File: src/rtl/riscv_mc_controller.sv
// rtl/riscv_mc_controller.sv - multi-cycle RV32I control sequencer (PC, IR, stage enables); optional traps via RV_CTRL_TRAP_EN
module riscv_mc_controller #(
  parameter int              XLEN          = 32,
  parameter logic [XLEN-1:0] RESET_PC      = '0,
  parameter int              FETCH_TIMEOUT = 16,
  parameter logic [XLEN-1:0] TRAP_VEC      = XLEN'(32'h0000_0100)
) (
  input  logic            clk,
  input  logic            reset,
  output logic            imem_req,
  output logic [XLEN-1:0] imem_addr,
  input  logic            imem_ack,
  input  logic [31:0]     imem_rdata,
  output logic            dmem_req,
  output logic            dmem_we,
  input  logic            dmem_ack,
  input  logic [XLEN-1:0] imm,
  input  logic [XLEN-1:0] alu_result,
  input  logic            branch_taken,
  output logic [31:0]     instr,
  output logic [XLEN-1:0] pc,
  output logic            alu_en,
  output logic            reg_we,
  output logic            retire,
  output logic            fetch_timeout,
  output logic            trap_valid,
  output logic [XLEN-1:0] trap_epc
);

`ifdef RV_CTRL_TRAP_EN
  localparam bit TRAP_EN = 1'b1;
`else
  localparam bit TRAP_EN = 1'b0;
`endif

  localparam int CNT_W = $clog2(FETCH_TIMEOUT + 1);

  localparam logic [6:0] OP_LOAD   = 7'h03;
  localparam logic [6:0] OP_STORE  = 7'h23;
  localparam logic [6:0] OP_BRANCH = 7'h63;
  localparam logic [6:0] OP_JAL    = 7'h6F;
  localparam logic [6:0] OP_JALR   = 7'h67;
  localparam logic [6:0] OP_OP     = 7'h33;
  localparam logic [6:0] OP_OPIMM  = 7'h13;
  localparam logic [6:0] OP_LUI    = 7'h37;
  localparam logic [6:0] OP_AUIPC  = 7'h17;

  typedef enum logic [2:0] {
    S_WAIT, S_FETCH, S_DECODE, S_EXECUTE, S_MEMORY, S_WRITEBACK, S_TRAP
  } state_t;

  state_t            state_q, state_d;
  logic [31:0]       instr_q;
  logic [XLEN-1:0]   pc_q;
  logic [XLEN-1:0]   epc_q;
  logic [CNT_W-1:0]  to_cnt;
  logic              instr_load, pc_load, pc_trap, epc_load;

  logic [6:0]        opcode;
  logic              is_load, is_store, is_branch, is_jal, is_jalr, is_legal, redirect;
  logic [XLEN-1:0]   target_raw, target;
  logic              misaligned;

  assign opcode    = instr_q[6:0];
  assign is_load   = (opcode == OP_LOAD);
  assign is_store  = (opcode == OP_STORE);
  assign is_branch = (opcode == OP_BRANCH);
  assign is_jal    = (opcode == OP_JAL);
  assign is_jalr   = (opcode == OP_JALR);
  assign is_legal  = is_load || is_store || is_branch || is_jal || is_jalr ||
                     (opcode == OP_OP) || (opcode == OP_OPIMM) ||
                     (opcode == OP_LUI) || (opcode == OP_AUIPC);
  assign redirect  = is_jal || is_jalr || (is_branch && branch_taken);

  // Next-PC selection; sums wrap naturally at XLEN bits
  always_comb begin
    target_raw = pc_q + XLEN'(4);
    if (is_jal || (is_branch && branch_taken)) target_raw = pc_q + imm;
    else if (is_jalr)                          target_raw = {alu_result[XLEN-1:1], 1'b0};
  end

  // Without traps a misaligned target is silently aligned down to a word
  assign misaligned = (target_raw[1:0] != 2'b00);
  assign target     = TRAP_EN ? target_raw : {target_raw[XLEN-1:2], 2'b00};

  // State register
  always_ff @(posedge clk or posedge reset) begin
    if (reset) state_q <= S_WAIT;
    else       state_q <= state_d;
  end

  // Next-state and per-stage strobes; strobes decode from the registered state
  always_comb begin
    state_d    = state_q;
    imem_req   = 1'b0;
    dmem_req   = 1'b0;
    dmem_we    = 1'b0;
    alu_en     = 1'b0;
    reg_we     = 1'b0;
    retire     = 1'b0;
    instr_load = 1'b0;
    pc_load    = 1'b0;
    pc_trap    = 1'b0;
    epc_load   = 1'b0;
    case (state_q)
      S_WAIT: state_d = S_FETCH;
      S_FETCH: begin
        imem_req = 1'b1;
        if (imem_ack) begin
          instr_load = 1'b1;
          state_d    = S_DECODE;
        end
      end
      S_DECODE: begin
        if (TRAP_EN && !is_legal) begin
          epc_load = 1'b1;
          state_d  = S_TRAP;
        end else begin
          state_d  = S_EXECUTE;
        end
      end
      S_EXECUTE: begin
        alu_en = 1'b1;
        if (TRAP_EN && redirect && misaligned) begin
          epc_load = 1'b1;
          state_d  = S_TRAP;
        end else if (is_load || is_store) begin
          state_d = S_MEMORY;
        end else if (is_branch || !is_legal) begin
          pc_load = 1'b1;
          retire  = 1'b1;
          state_d = S_FETCH;
        end else begin
          state_d = S_WRITEBACK;
        end
      end
      S_MEMORY: begin
        dmem_req = 1'b1;
        dmem_we  = is_store;
        if (dmem_ack) begin
          if (is_store) begin
            pc_load = 1'b1;
            retire  = 1'b1;
            state_d = S_FETCH;
          end else begin
            state_d = S_WRITEBACK;
          end
        end
      end
      S_WRITEBACK: begin
        reg_we  = 1'b1;
        pc_load = 1'b1;
        retire  = 1'b1;
        state_d = S_FETCH;
      end
      S_TRAP: begin
        pc_trap = 1'b1;
        state_d = S_FETCH;
      end
      default: state_d = S_WAIT;
    endcase
  end

  // PC, instruction register, trap EPC and fetch-timeout counter
  always_ff @(posedge clk or posedge reset) begin
    if (reset) begin
      pc_q          <= RESET_PC;
      instr_q       <= 32'h0000_0013;
      epc_q         <= '0;
      to_cnt        <= '0;
      fetch_timeout <= 1'b0;
    end else begin
      fetch_timeout <= 1'b0;
      if (instr_load) instr_q <= imem_rdata;
      if (pc_trap)      pc_q <= TRAP_VEC;
      else if (pc_load) pc_q <= target;
      if (epc_load) epc_q <= pc_q;
      // An ack in the limit cycle clears the count without pulsing
      if (state_q == S_FETCH && !imem_ack) begin
        if (to_cnt == CNT_W'(FETCH_TIMEOUT - 1)) begin
          to_cnt        <= '0;
          fetch_timeout <= 1'b1;
        end else begin
          to_cnt <= to_cnt + CNT_W'(1);
        end
      end else begin
        to_cnt <= '0;
      end
    end
  end

  assign imem_addr  = pc_q;
  assign pc         = pc_q;
  assign instr      = instr_q;
  assign trap_valid = TRAP_EN && (state_q == S_TRAP);
  assign trap_epc   = TRAP_EN ? epc_q : '0;

endmodule

File: config.mk
export PLATFORM = sky130hd
export DESIGN_NAME = riscv_mc_controller
export DESIGN_NICKNAME = d
export VERILOG_FILES = /design/src/rtl/riscv_mc_controller.sv
export SDC_FILE = /design/constraint.sdc
export NUM_CORES = 1
export LEC_CHECK = 0
export ABC_CLOCK_PERIOD_IN_PS = 5900
export CORE_AREA = 2 2 135 137
export CTS_CLUSTER_DIAMETER = 100
export CTS_CLUSTER_SIZE = 40
export DETAILED_ROUTE_END_ITERATION = 8
export DIE_AREA = 0 0 137 139
export PLACE_DENSITY = 0.66
export SLEW_MARGIN = 20
export SYNTH_ARGS = -nofsm -noshare
export SYNTH_HDL_FRONTEND = slang
export SYNTH_SLANG_ARGS = --single-unit
File: constraint.sdc
create_clock -name clk -period 5.9 [get_ports clk]
set_input_delay 1.18 -clock clk [delete_from_list [all_inputs] [get_ports clk]]
set_output_delay 1.18 -clock clk [all_outputs]
set_load 0.02 [all_outputs]
==> flow_summary.toml <==
# flow metrics
[routing]
drtIter0Drc = 393
drt_pass1_iterations = 5
vias = 5650

[clock_tree]
holdBufCountCts = 0
post_cts_buffers = 0
cts.htree.levels = 3
root_buffer = "clkbuf_16"
cts_made_buffers = 9
cts_resized = 0
cts_tree = "built"
path_clk_slew_ns = 0.06

[run_status]
status = "finished, final reports clean"

[worst_setup_path]
ff2ff_path_depth = 10
crit_type = "in -> out"
worstPathRequired_ns = 4.72
worst_ep_arrival_time_ns = 2.85
rrSetupSlack_ns = 2.62
endpoint = "retire"
crit_path_end_kind = "output port"

[power]
intPower_mw = 2.19
power_frac_clock_pct = 15.5
power.share.combinational_pct = 60.0

[synthesis]
yosysUniqueCellTypes = 71
synth_flop_count = 71
yosys_cells = 697
synthXorXnorAreaFrac_pct = 5.80
synth-main-ff-cell = "dfrtp_1"
muxShareOfSynthArea_pct = 6.71
netlist_area_um2 = 6040

[placement]
place_inst = 1064
gp_congestion = 0.871
placed_area_um2 = 7820

[global_routing]
grt_overflow = 0
grt_usage_pct = 19.6
grt_pass1_wl_mm = 29.4
grt_max_degree = 43

[timing]
rsz0062_at_grt = "no"
final.min_clock_period_ns = 4.03
final-hold-violation-count = 0
finalClockPeriodUsage_pct = 68.3
setup_viol = 0

[floorplan]
num_rows = 49
## routing by layer
layer | up-vias | part of all wire [%] | wire length [µm] | GRT usage (%)
met1 | 2664 | 43 | 8010 | 26.0
met2 | 226 | 46 | 8480 | 30.6
met3 | 17 | 9.2 | 1700 | 5.88
met4 | 0 | 1.6 | 288 | 5.91
met5 | - | 0 | 0 | 0
li1 | 2743 | - | - | -
## power groups by stage
stage,combinational (mW),clock [mW],sequential [mW]
3_5_place_dp,2.35,0,0.972
3_3_place_gp,2.34,0,0.964
2_1_floorplan,1.40,0,1.12
4_1_cts,2.36,0.629,0.967
6_report,2.36,0.612,0.963
5_1_grt,2.57,0.648,1.01
## state kept, by name, indices dropped and copies added, names as in the netlist
signal,count
state_q,3
imem_addr,30
fetch_timeout,1
instr,32
to_cnt,5
## kinds of logic (layout without fill, tap and decap cells)
family | after synthesis | after routing
other | 1 | 37
AOI/OAI and AO/OA | 204 | 204
and+or+nand+nor | 198 | 198
DFF | 71 | 71
xor gates and xnor gates | 40 | 40
adders and majority gates | 32 | 32
buffers and inverters | 115 | 233
muxes | 36 | 36
## synth_stat cells (all sizes together), types with 10 or more instances
cell	number
buf	84
nand2	41
ha	31
mux2	33
a21o	10
clkbuf	15
xor2	19
nor2	50
a21oi	77
xnor2	21
dfrtp	68
inv	16
nand3	21
o21ai	35
and3	12
nor3	22
a211oi	24
## critical path: stages
cell	delay (ns)
clkdlybuf4s50_1	0.50
a31oi_1	0.09
o22a_1	0.18
buf_4	0.21
inv_2	0.09
clkdlybuf4s50_1	0.60
## cell type report
type,instances,area [µm²]
well taps,229,287
clock inverters,3,65.1
repair buffers,201,2000
flip-flops and latches,71,1780
multi-input cells,547,3690
fillers,1761,9510
clock buffers,13,260
inverters,16,60.1
==> images/placement.png <==
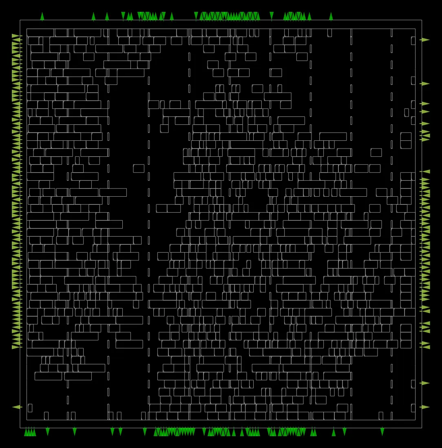
Fillers: 1761
core area: 17700 µm²
fin cells: 1080
flip-flops: 71

==> images/io_fan.png <==
Scale bar: 50 µm.
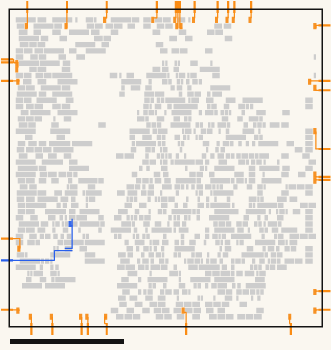
Blue marks alu_en, bits 1, direction output, end cells 1, buffers 1, wire 48.0 µm. Orange marks trap_epc, bits 32, direction output, end cells 32, buffers 0, wire 145 µm.
Buffers on Ports: 195
num ports: 237

==> images/power_grid.png <==
Scale bar: 50 µm. Pins as bars on the die edge. Tap cells in grey.
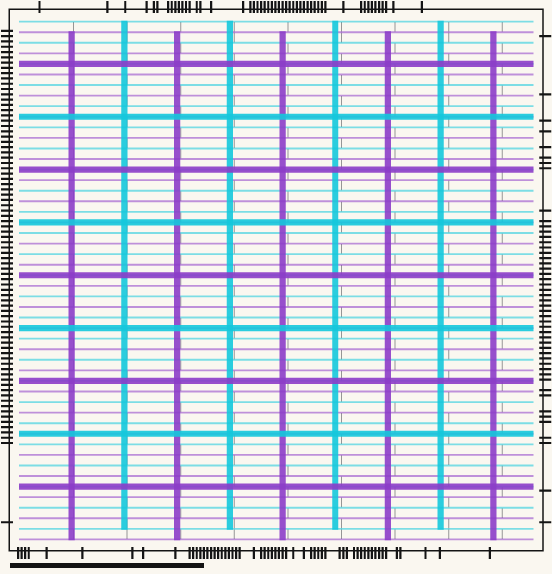
Cyan marks VDD. Purple marks VSS.
9 straps on met4. 229 tap cells. 9 straps on met5.
DIE WIDTH: 137 µm
die height: 139 µm
VDD IR max: 0.304 mV

==> images/cell_density.png <==
Scale bar: 50 µm. The die is cut into 14 by 14 equal tiles; white is low, dark blue is high, 0 to 100% covered.
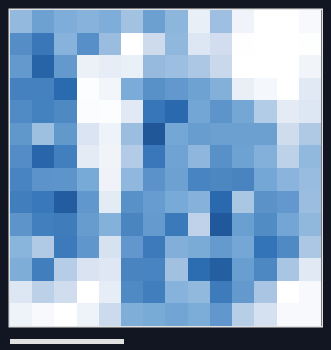
5.1% of the tiles are over 75% full. The emptiest ninth of the die: upper right. The mean over all tiles is 41%. The fullest tile reaches 84%. 8.7% of the tiles are nearly empty.
FP Core Util: 34.2%
Post-Route Utilization: 46.1%

Power and IR drop assume default switching activity.
